==> src/rtl/projectile_bank_pkg.sv <==
// rtl/projectile_bank_pkg.sv - shared screen/sprite constants and helpers for projectile banks
package projectile_bank_pkg;

  localparam int SCREEN_W            = 640;
  localparam int SCREEN_H            = 480;
  localparam int SPRITE_WIDTH_SCALED = 32;
  localparam int PLAYER_START_Y      = 400;
  localparam int LASER_STEP          = 4;
  localparam int BOMB_STEP           = 8;
  localparam int LASER_COOLDOWN      = 8;
  localparam int BOMB_COOLDOWN       = 0;
  localparam int MAX_SLOTS           = 8;

  typedef enum logic [1:0] {
    EV_IDLE   = 2'd0,
    EV_LOAD   = 2'd1,
    EV_RETIRE = 2'd2,
    EV_MOVE   = 2'd3
  } slot_ev_e;

  function automatic logic [3:0] popcount8(input logic [MAX_SLOTS-1:0] v);
    logic [3:0] c;
    c = '0;
    for (int i = 0; i < MAX_SLOTS; i++) begin
      c = c + {3'b000, v[i]};
    end
    return c;
  endfunction

endpackage

==> src/rtl/projectile_slot.sv <==
// rtl/projectile_slot.sv - one projectile: live flag, x/y registers and screen-edge retire check
module projectile_slot
  import projectile_bank_pkg::*;
#(
  parameter int COORD_W = 10,
  parameter int DIR_UP  = 1,
  parameter int STEP    = 4,
  parameter int START_Y = 400,
  parameter int LIMIT_Y = 480
) (
  input  logic               clk,
  input  logic               rst_n,
  input  logic               clr,
  input  logic               load,
  input  logic [COORD_W-1:0] load_x,
  input  logic               hit,
  input  logic               frame,
  output logic               active,
  output logic [COORD_W-1:0] pos_x,
  output logic [COORD_W-1:0] pos_y
);

  localparam logic [COORD_W:0]   STEP_E  = (COORD_W+1)'(STEP);
  localparam logic [COORD_W:0]   LIMIT_E = (COORD_W+1)'(LIMIT_Y);
  localparam logic [COORD_W-1:0] START_V = COORD_W'(START_Y);

  logic [COORD_W:0]   y_ext;
  logic [COORD_W:0]   y_sum;
  logic [COORD_W-1:0] y_dec;
  logic [COORD_W-1:0] y_next;
  logic               at_edge;
  slot_ev_e           ev;

  // One extra bit so the downward bound compare cannot wrap.
  assign y_ext = {1'b0, pos_y};
  assign y_sum = y_ext + STEP_E;
  assign y_dec = pos_y - STEP_E[COORD_W-1:0];

  always_comb begin
    at_edge = 1'b0;
    y_next  = pos_y;
    if (DIR_UP != 0) begin
      at_edge = (y_ext < STEP_E);
      y_next  = y_dec;
    end else begin
      at_edge = (y_sum >= LIMIT_E);
      y_next  = y_sum[COORD_W-1:0];
    end
  end

  // The bank only loads free slots, so load never races a hit on live state.
  always_comb begin
    ev = EV_IDLE;
    if (load) begin
      ev = EV_LOAD;
    end else if (active && hit) begin
      ev = EV_RETIRE;
    end else if (active && frame) begin
      ev = at_edge ? EV_RETIRE : EV_MOVE;
    end
  end

  always_ff @(posedge clk or negedge rst_n) begin
    if (!rst_n) begin
      active <= 1'b0;
      pos_x  <= '0;
      pos_y  <= '0;
    end else if (clr) begin
      active <= 1'b0;
      pos_x  <= '0;
      pos_y  <= '0;
    end else begin
      case (ev)
        EV_LOAD: begin
          active <= 1'b1;
          pos_x  <= load_x;
          pos_y  <= START_V;
        end
        EV_RETIRE: active <= 1'b0;
        EV_MOVE:   pos_y  <= y_next;
        default:   ;
      endcase
    end
  end

endmodule

==> src/rtl/projectile_bank.sv <==
// rtl/projectile_bank.sv - pool of projectile slots with lowest-free allocation and frame cooldown
module projectile_bank
  import projectile_bank_pkg::*;
#(
  parameter int NUM_SLOTS = 4,
  parameter int COORD_W   = 10,
  parameter int DIR_UP    = 1,
  parameter int STEP      = LASER_STEP,
  parameter int START_Y   = PLAYER_START_Y,
  parameter int X_OFFSET  = SPRITE_WIDTH_SCALED / 2,
  parameter int LIMIT_Y   = SCREEN_H,
  parameter int COOLDOWN  = LASER_COOLDOWN
) (
  input  logic                         clk,
  input  logic                         rst_n,
  input  logic                         clr,
  input  logic                         frame,
  input  logic                         fire,
  input  logic [COORD_W-1:0]           fire_x,
  input  logic [NUM_SLOTS-1:0]         hit,
  output logic                         fire_ack,
  output logic [NUM_SLOTS-1:0]         active,
  output logic [NUM_SLOTS*COORD_W-1:0] pos_x,
  output logic [NUM_SLOTS*COORD_W-1:0] pos_y,
  output logic [3:0]                   num_active
);

  localparam int              CD_W    = (COOLDOWN < 2) ? 1 : $clog2(COOLDOWN + 1);
  localparam logic [CD_W-1:0] CD_LOAD = CD_W'(COOLDOWN);

  logic [CD_W-1:0]      cd;
  logic [NUM_SLOTS-1:0] free_sel;
  logic [NUM_SLOTS-1:0] load_vec;
  logic                 any_free;
  logic                 accept;
  logic [COORD_W-1:0]   load_x;
  logic [MAX_SLOTS-1:0] act_ext;

  // Lowest-index free slot; a slot retired this edge still reads active here.
  always_comb begin
    free_sel = '0;
    any_free = 1'b0;
    for (int i = 0; i < NUM_SLOTS; i++) begin
      if (!active[i] && !any_free) begin
        free_sel[i] = 1'b1;
        any_free    = 1'b1;
      end
    end
  end

  assign accept   = fire && (cd == '0) && any_free;
  assign load_vec = accept ? free_sel : '0;
  assign load_x   = fire_x + COORD_W'(X_OFFSET);

  always_ff @(posedge clk or negedge rst_n) begin
    if (!rst_n) begin
      fire_ack <= 1'b0;
      cd       <= '0;
    end else if (clr) begin
      fire_ack <= 1'b0;
      cd       <= '0;
    end else begin
      fire_ack <= accept;
      if (accept) begin
        cd <= CD_LOAD;
      end else if (frame && (cd != '0)) begin
        cd <= cd - 1'b1;
      end
    end
  end

  genvar g;
  generate
    for (g = 0; g < NUM_SLOTS; g++) begin : g_slot
      projectile_slot #(
        .COORD_W (COORD_W),
        .DIR_UP  (DIR_UP),
        .STEP    (STEP),
        .START_Y (START_Y),
        .LIMIT_Y (LIMIT_Y)
      ) u_slot (
        .clk    (clk),
        .rst_n  (rst_n),
        .clr    (clr),
        .load   (load_vec[g]),
        .load_x (load_x),
        .hit    (hit[g]),
        .frame  (frame),
        .active (active[g]),
        .pos_x  (pos_x[g*COORD_W +: COORD_W]),
        .pos_y  (pos_y[g*COORD_W +: COORD_W])
      );
    end
  endgenerate

  assign act_ext    = MAX_SLOTS'(active);
  assign num_active = popcount8(act_ext);

endmodule

==> config.mk <==
export PLATFORM = sky130hd
export DESIGN_NAME = projectile_bank
export DESIGN_NICKNAME = d
export VERILOG_FILES = /design/src/rtl/projectile_bank_pkg.sv /design/src/rtl/projectile_slot.sv /design/src/rtl/projectile_bank.sv
export SDC_FILE = /design/constraint.sdc
export NUM_CORES = 1
export LEC_CHECK = 0
export CAP_MARGIN = 40
export CORE_AREA = 2 2 93 95
export CTS_CLUSTER_SIZE = 16
export DETAILED_ROUTE_END_ITERATION = 8
export DIE_AREA = 0 0 95 97
export GPL_ROUTABILITY_DRIVEN = 0
export GPL_TIMING_DRIVEN = 0
export PLACE_DENSITY_LB_ADDON = 0.2
export SKIP_CTS_REPAIR_TIMING = 1
export SLEW_MARGIN = 15
export SYNTH_ARGS = -nofsm -noshare
export SYNTH_HDL_FRONTEND = slang
export SYNTH_SLANG_ARGS = --single-unit
==> constraint.sdc <==
create_clock -name clk -period 3.27 [get_ports clk]
set_clock_uncertainty 0.2 [all_clocks]
set_input_delay 0.654 -clock clk [delete_from_list [all_inputs] [get_ports clk]]
set_output_delay 0.654 -clock clk [all_outputs]
set_load 0.05 [all_outputs]
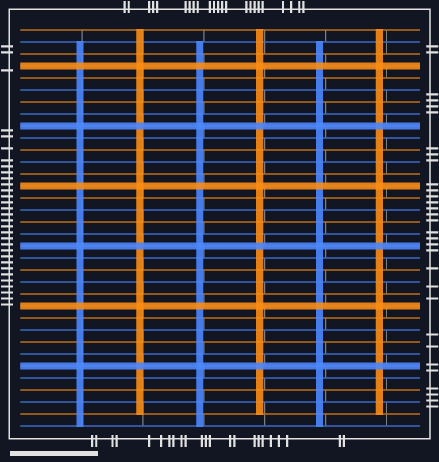
Run 1: supply network
Bar = 20 um. Pins as bars on the die edge. Tap cells in grey.
legend:
  VDD:
    colour: orange
  VSS:
    colour: blue
signal pins: 108
met5 straps: 6

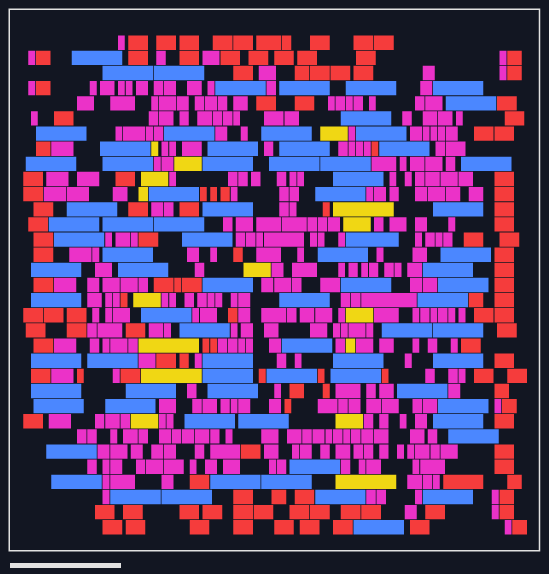
Run 1: cell classes on the final placement
Bar = 20 um.
legend:
  clock drivers and dummy loads:
    colour: yellow
    cells: 16
    share_of_their_area: 4.7%
  remaining buffers and delay cells:
    colour: red
    cells: 129
    share_of_their_area: 21%
  sequential cells:
    colour: blue
    cells: 81
    share_of_their_area: 37%
  combinational and other logic:
    colour: magenta
    cells: 341
    share_of_their_area: 37%

==> impl_metrics.csv, run 1 <==
group,metric,value,unit
worst_setup_path,cp-end-kind,"primary output",
detailed_routing,routed.top_layer,"met4",
grt,use_met2,41.8,%
detailed_routing,vias_per_cell,5.83,
detailed_routing,wl,11.9,mm
grt,grt_pass1_vias,3753,
clocking,cts-root-buf,"clkbuf_8",
placed_design,numPlacedInstances,656,
final_layout,diodes,0,
timing,setup-violations-final,0,
worst_setup_path,worstSetupEndpoint,"num_active[1]",
pwr,comb_cell_power,1230,uW
yosys,avgSynthCellArea,9.51,um2
timing,rsz0062_at_grt,"no",
floorplan,rows,33,
yosys,syn_area,4230,um2
grt,grt-busiest-layer,"met2",
timing,hold_viol,0,
job,warnings,28,
clocking,cts_buffers,9,
yosys,ys_seq_share,47.9,%
clocking,clk_pin_slew_worst_paths,0.08,ns
detailed_routing,dr.pass1.iters,6,
worst_setup_path,crit_required,2.42,ns
timing,worst_slew_pin_slew,0.779,ns
final_layout,largest_reg_flops,40,
yosys,ys.flops,81,
yosys,synthFlopType,"dfrtp_1",
detailed_routing,vias,3920,
worst_setup_path,worstPathArrival,2.22,ns
floorplan,core,8130,um2
final_layout,seqCellArea,2030,um2
yosys,top_cells_by_count,"81 x dfrtp_1, 50 x a21oi_1, 49 x nand2_1",
grt,use_met3,7.48,%
yosys,synthArstFlopShare,100,%
final_layout,final-clk-cell-share,4.57,%
yosys,edf_count,0,
yosys,ys_cells,445,
floorplan,dieArea,9220,um2
grt,grt_max_degree,44,
worst_setup_path,reg2reg_from,"cd[0]$_DFFE_PN0P_",
yosys,synthDistinctLibCells,55,
worst_setup_path,path_cells,"inv_1 -> fa_1 -> inv_1 -> ha_1 -> ha_1 -> clkbuf_2",
grt,grt_overflow,0,
hold_path,hold_class,"in -> async",
timing,period_used_share,94.0,%
floorplan,nWellTaps,105,
clocking,cts_tree,"yes",
pwr,maxPowerGroup,"combinational logic",
pwr,power_switching,1290,uW
final_layout,seq_cell_count,81,
yosys,most_common_cell,"dfrtp_1",
yosys,top_area_share,47.9,%
placed_design,hpwl,8.49,mm
yosys,muxShareOfSynthArea,3.16,%
pwr,seq_power,1220,uW
timing,maxSlewViolCount,0,
floorplan,die_w,95,um
final_layout,layout.area.comb,1980,um2
final_layout,area_delta_synth_final,33.1,%
clocking,numClockSinks,81,
final_layout,regMostFlops,"g_slot.u_slot.pos_x",
worst_setup_path,critPathMaxFanout,8,
grt,grt_pass1_wl,18.9,mm
grt,grt_use_total,26.4,%
yosys,synth.area.top_cells,"dfrtp_1 48%, a21oi_1 5.9%, nand2_1 4.3%",
placed_design,placed_area,5380,um2
final_layout,n_all_buffers,129,
final_layout,stdcell_area,5630,um2
yosys,yosys.area_share.aoi,16.1,%
worst_setup_path,path_buffers,3,
pwr,netSwitchingFraction,37.9,%
timing,hold-worst-slack,0.0593,ns
pwr,seqPwrFrac,35.9,%
yosys,synth-simple-area-share,21.6,%
final_layout,fin_util,69.3,%
pwr,ir_worst_vdd,0.338,mV
final_layout,final_layout_top_logic_cells,"93 x clkdlybuf4s50_1, 80 x dfrtp_1, 50 x a21oi_1",
timing,tns,0,ns
floorplan,fp.dieH,97,um
final_layout,inv_count,23,
yosys,synthTopLogicFamily,"simple AND/OR/NAND/NOR gates",
worst_setup_path,r2r_cells,7,
floorplan,core_util_floorplan,52.0,%
final_layout,buffer_area_share,20.5,%
pwr,powerDensity,603,nW/um2
detailed_routing,wl_per_cell,17.7,um
clocking,cts_buffer_depth,2,
worst_setup_path,path_class,"reg -> out",
pwr,p_leak,0.00238,uW
final_layout,nets,592,
final_layout,drive_above_1_share,11.5,%
worst_setup_path,critical-path-top-delay-family,"adder cells",
timing,fmax,325,MHz
worst_setup_path,regToRegSetupSlack,0.98,ns
floorplan,io_pins,108,
timing,layout_setup_ws,0.196,ns
pwr,comb_power_share,36.1,%
yosys,synth_chip_area,4230,um2
final_layout,clkbuf_count,10,
yosys,xor_share,1.66,%
timing,fin_crit,3.07,ns
detailed_routing,drt_iter0_drc,213,
final_layout,finalNonFillerCells,672,
worst_setup_path,r2r_end,"g_slot[0].u_slot.pos_y[5]$_DFFE_PN0P_",
worst_setup_path,cp-startpoint,"g_slot[0].u_slot.active$_DFFE_PN0P_",
pwr,p_total,3400,uW
clocking,htree_levels,3,
detailed_routing,antenna_left,0,
detailed_routing,drt-met1-wl,4.86,mm
detailed_routing,dr_wl_met3,1.04,mm
yosys,largest_area_cell,"dfrtp_1",
worst_setup_path,max_stage_delay,0.53,ns
final_layout,n_fill_cell,667,
final_layout,comb_cells,318,
status,status,"complete, no violations",
placed_design,place_ws,-0.0374,ns
timing,slew_headroom,47.6,%
grt,antenna_found_initial,0,
final_layout,top_regs,"g_slot.u_slot.pos_x: 40 flops, g_slot.u_slot.pos_y: 32 flops",
final_layout,seq_area_share,36.0,%
pwr,internal_power,2110,uW
placed_design,port_buffers,97,
final_layout,largest_cell_class,"sequential cells",
worst_setup_path,cpMaxStageDelayCell,"fa_1",
yosys,yosysWarnings,0,
job,max_cap_viol_count,0,
yosys,yosys.area_share.adder,3.43,%
grt,use_met1,35.2,%
final_layout,layout_top_cell,"clkdlybuf4s50_1",
worst_setup_path,crit_cells,6,
detailed_routing,drc,0,
detailed_routing,wl_met2,5.78,mm
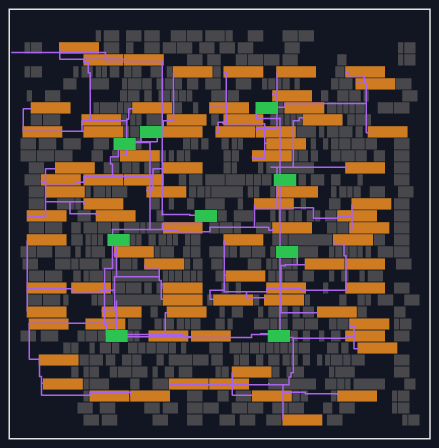
Run 1: clock wires, drivers and flops
legend:
  clock drivers:
    colour: green
    count: 9
  clock wires:
    colour: purple
    length: 1030 um
  flip-flops:
    colour: orange
    count: 81
flops lie: all over the die
routed clock nets: 10
clock share of power: 28.0%
power in the clock group: 953 uW
Worst-Skew Late Latency: 0.36 ns

==> inputs of run 2 (changes only) <==
--- a/config.mk
+++ b/config.mk
@@ -12,7 +12,7 @@
 export DIE_AREA = 0 0 95 97
 export GPL_ROUTABILITY_DRIVEN = 0
 export GPL_TIMING_DRIVEN = 0
-export PLACE_DENSITY_LB_ADDON = 0.2
+export PLACE_DENSITY = 0.84
 export SKIP_CTS_REPAIR_TIMING = 1
 export SLEW_MARGIN = 15
 export SYNTH_ARGS = -nofsm -noshare
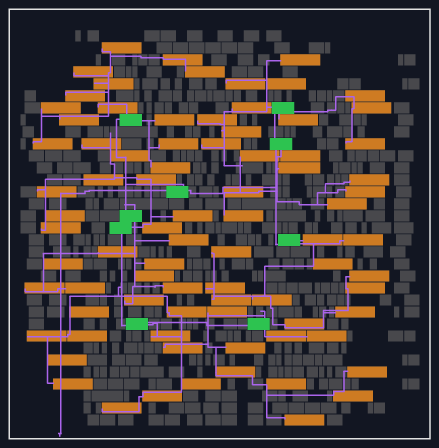
Run 2: clock wires, drivers and flops
legend:
  clock drivers:
    colour: green
    count: 9
  clock wires:
    colour: purple
    length: 1030 um
  flip-flops:
    colour: orange
    count: 81
flops lie: all over the die
routed clock nets: 10
clock share of power: 25.8%
power in the clock group: 850 uW

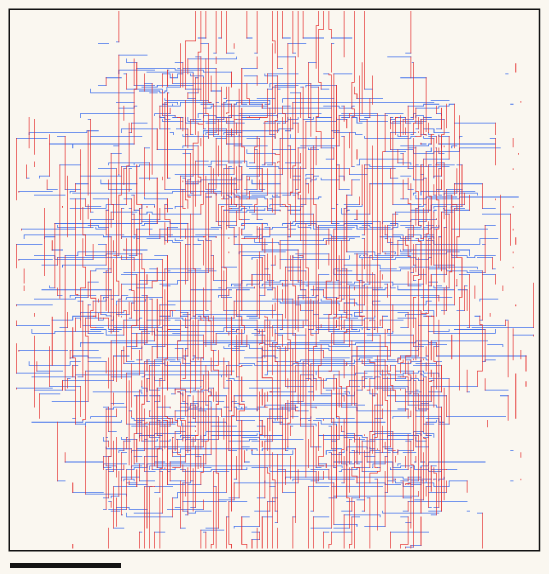
Run 2: metal layers overlaid
Bar = 20 um. Only two layers are drawn.
legend:
  metal 1:
    colour: blue
    wire_length: 4740 um
  metal 2:
    colour: red
    wire_length: 6070 um
drt wl/cell: 18.0 um
via count: 4015
total wire length: 12.1 mm

==> run 2 against run 1 <==
  * Maximum frequency down 0.38%
  * First-iteration DRC count increased by 37%
  * Setup slack got worse by 0.012 ns
  * Final cell count is the same
  * Critical endpoint unchanged
  * Largest power group unchanged
==> impl_metrics.csv, run 2 <==
group,metric,value,unit
worst_setup_path,path_cells,"inv_1 -> fa_1 -> inv_1 -> ha_1 -> ha_1 -> clkbuf_2",
yosys,yosys.area_share.aoi,16.1,%
pwr,ir_worst_vdd,0.442,mV
yosys,synth_chip_area,4230,um2
final_layout,stdcell_area,5610,um2
worst_setup_path,crit_required,2.42,ns
yosys,ys_seq_share,47.9,%
grt,use_met3,5.92,%
pwr,seqPwrFrac,37.0,%
detailed_routing,dr_wl_met3,1.05,mm
final_layout,seq_cell_count,81,
job,max_cap_viol_count,0,
floorplan,core_util_floorplan,52.0,%
timing,worst_slew_pin_slew,0.721,ns
worst_setup_path,critical-path-top-delay-family,"adder cells",
clocking,htree_levels,3,
yosys,synthTopLogicFamily,"simple AND/OR/NAND/NOR gates",
detailed_routing,dr.pass1.iters,5,
worst_setup_path,critPathMaxFanout,7,
placed_design,placed_area,5380,um2
yosys,ys_cells,445,
floorplan,fp.dieH,97,um
pwr,power_switching,1300,uW
final_layout,largest_reg_flops,40,
pwr,comb_power_share,37.2,%
grt,use_met2,44.4,%
grt,grt_overflow,0,
clocking,clk_pin_slew_worst_paths,0.09,ns
final_layout,nets,592,
detailed_routing,drc,0,
timing,tns,0,ns
clocking,cts-root-buf,"clkbuf_8",
worst_setup_path,worstSetupEndpoint,"num_active[1]",
clocking,clk_latency,0.35,ns
worst_setup_path,max_stage_delay,0.51,ns
yosys,largest_area_cell,"dfrtp_1",
status,status,"complete, no violations",
final_layout,largest_cell_class,"sequential cells",
placed_design,port_buffers,97,
pwr,comb_cell_power,1230,uW
final_layout,fin_util,69.0,%
worst_setup_path,regToRegSetupSlack,0.96,ns
pwr,p_total,3300,uW
timing,slew_headroom,51.5,%
timing,hold_viol,0,
grt,grt_max_degree,44,
floorplan,die_w,95,um
timing,setup-violations-final,0,
yosys,edf_count,0,
pwr,p_leak,0.00238,uW
worst_setup_path,cpMaxStageDelayCell,"fa_1",
final_layout,final-clk-cell-share,4.08,%
pwr,maxPowerGroup,"combinational logic",
worst_setup_path,cp-end-kind,"primary output",
detailed_routing,drt-met1-wl,4.74,mm
worst_setup_path,r2r_cells,6,
yosys,top_area_share,47.9,%
final_layout,final_layout_top_logic_cells,"93 x clkdlybuf4s50_1, 80 x dfrtp_1, 50 x a21oi_1",
grt,use_met1,35.8,%
worst_setup_path,r2r_end,"g_slot[2].u_slot.pos_y[8]$_DFFE_PN0P_",
grt,grt-busiest-layer,"met2",
timing,hold-worst-slack,0.0596,ns
floorplan,nWellTaps,105,
timing,fin_crit,3.09,ns
pwr,powerDensity,587,nW/um2
timing,layout_setup_ws,0.184,ns
grt,grt_use_total,27.5,%
yosys,yosys.area_share.adder,3.43,%
worst_setup_path,path_class,"reg -> out",
final_layout,buffer_area_share,20.7,%
detailed_routing,routed.top_layer,"met4",
final_layout,seqCellArea,2030,um2
yosys,most_common_cell,"dfrtp_1",
timing,rsz0062_at_grt,"no",
worst_setup_path,path_buffers,3,
placed_design,place_ws,-0.0320,ns
yosys,avgSynthCellArea,9.51,um2
timing,period_used_share,94.4,%
grt,grt_pass1_wl,19.8,mm
floorplan,dieArea,9220,um2
final_layout,finalNonFillerCells,672,
final_layout,inv_count,23,
worst_setup_path,cp-startpoint,"g_slot[3].u_slot.active$_DFFE_PN0P_",
hold_path,hold_class,"in -> async",
clocking,numClockSinks,81,
yosys,synthArstFlopShare,100,%
final_layout,layout_top_cell,"clkdlybuf4s50_1",
yosys,synthFlopType,"dfrtp_1",
yosys,ys.flops,81,
timing,maxSlewViolCount,0,
final_layout,comb_cells,318,
worst_setup_path,worstPathArrival,2.23,ns
pwr,seq_power,1220,uW
yosys,muxShareOfSynthArea,3.16,%
detailed_routing,vias_per_cell,5.97,
clocking,cts_buffer_depth,2,
yosys,xor_share,1.66,%
yosys,top_cells_by_count,"81 x dfrtp_1, 50 x a21oi_1, 49 x nand2_1",
yosys,yosysWarnings,0,
final_layout,layout.area.comb,1980,um2
detailed_routing,wl_met2,6.07,mm
final_layout,drive_above_1_share,11.5,%
timing,fmax,324,MHz
worst_setup_path,reg2reg_from,"g_slot[2].u_slot.pos_y[2]$_DFFE_PN0P_",
final_layout,diodes,0,
placed_design,numPlacedInstances,656,
pwr,internal_power,2000,uW
detailed_routing,drt_iter0_drc,291,
Power is estimated from default activity; no workload was simulated.
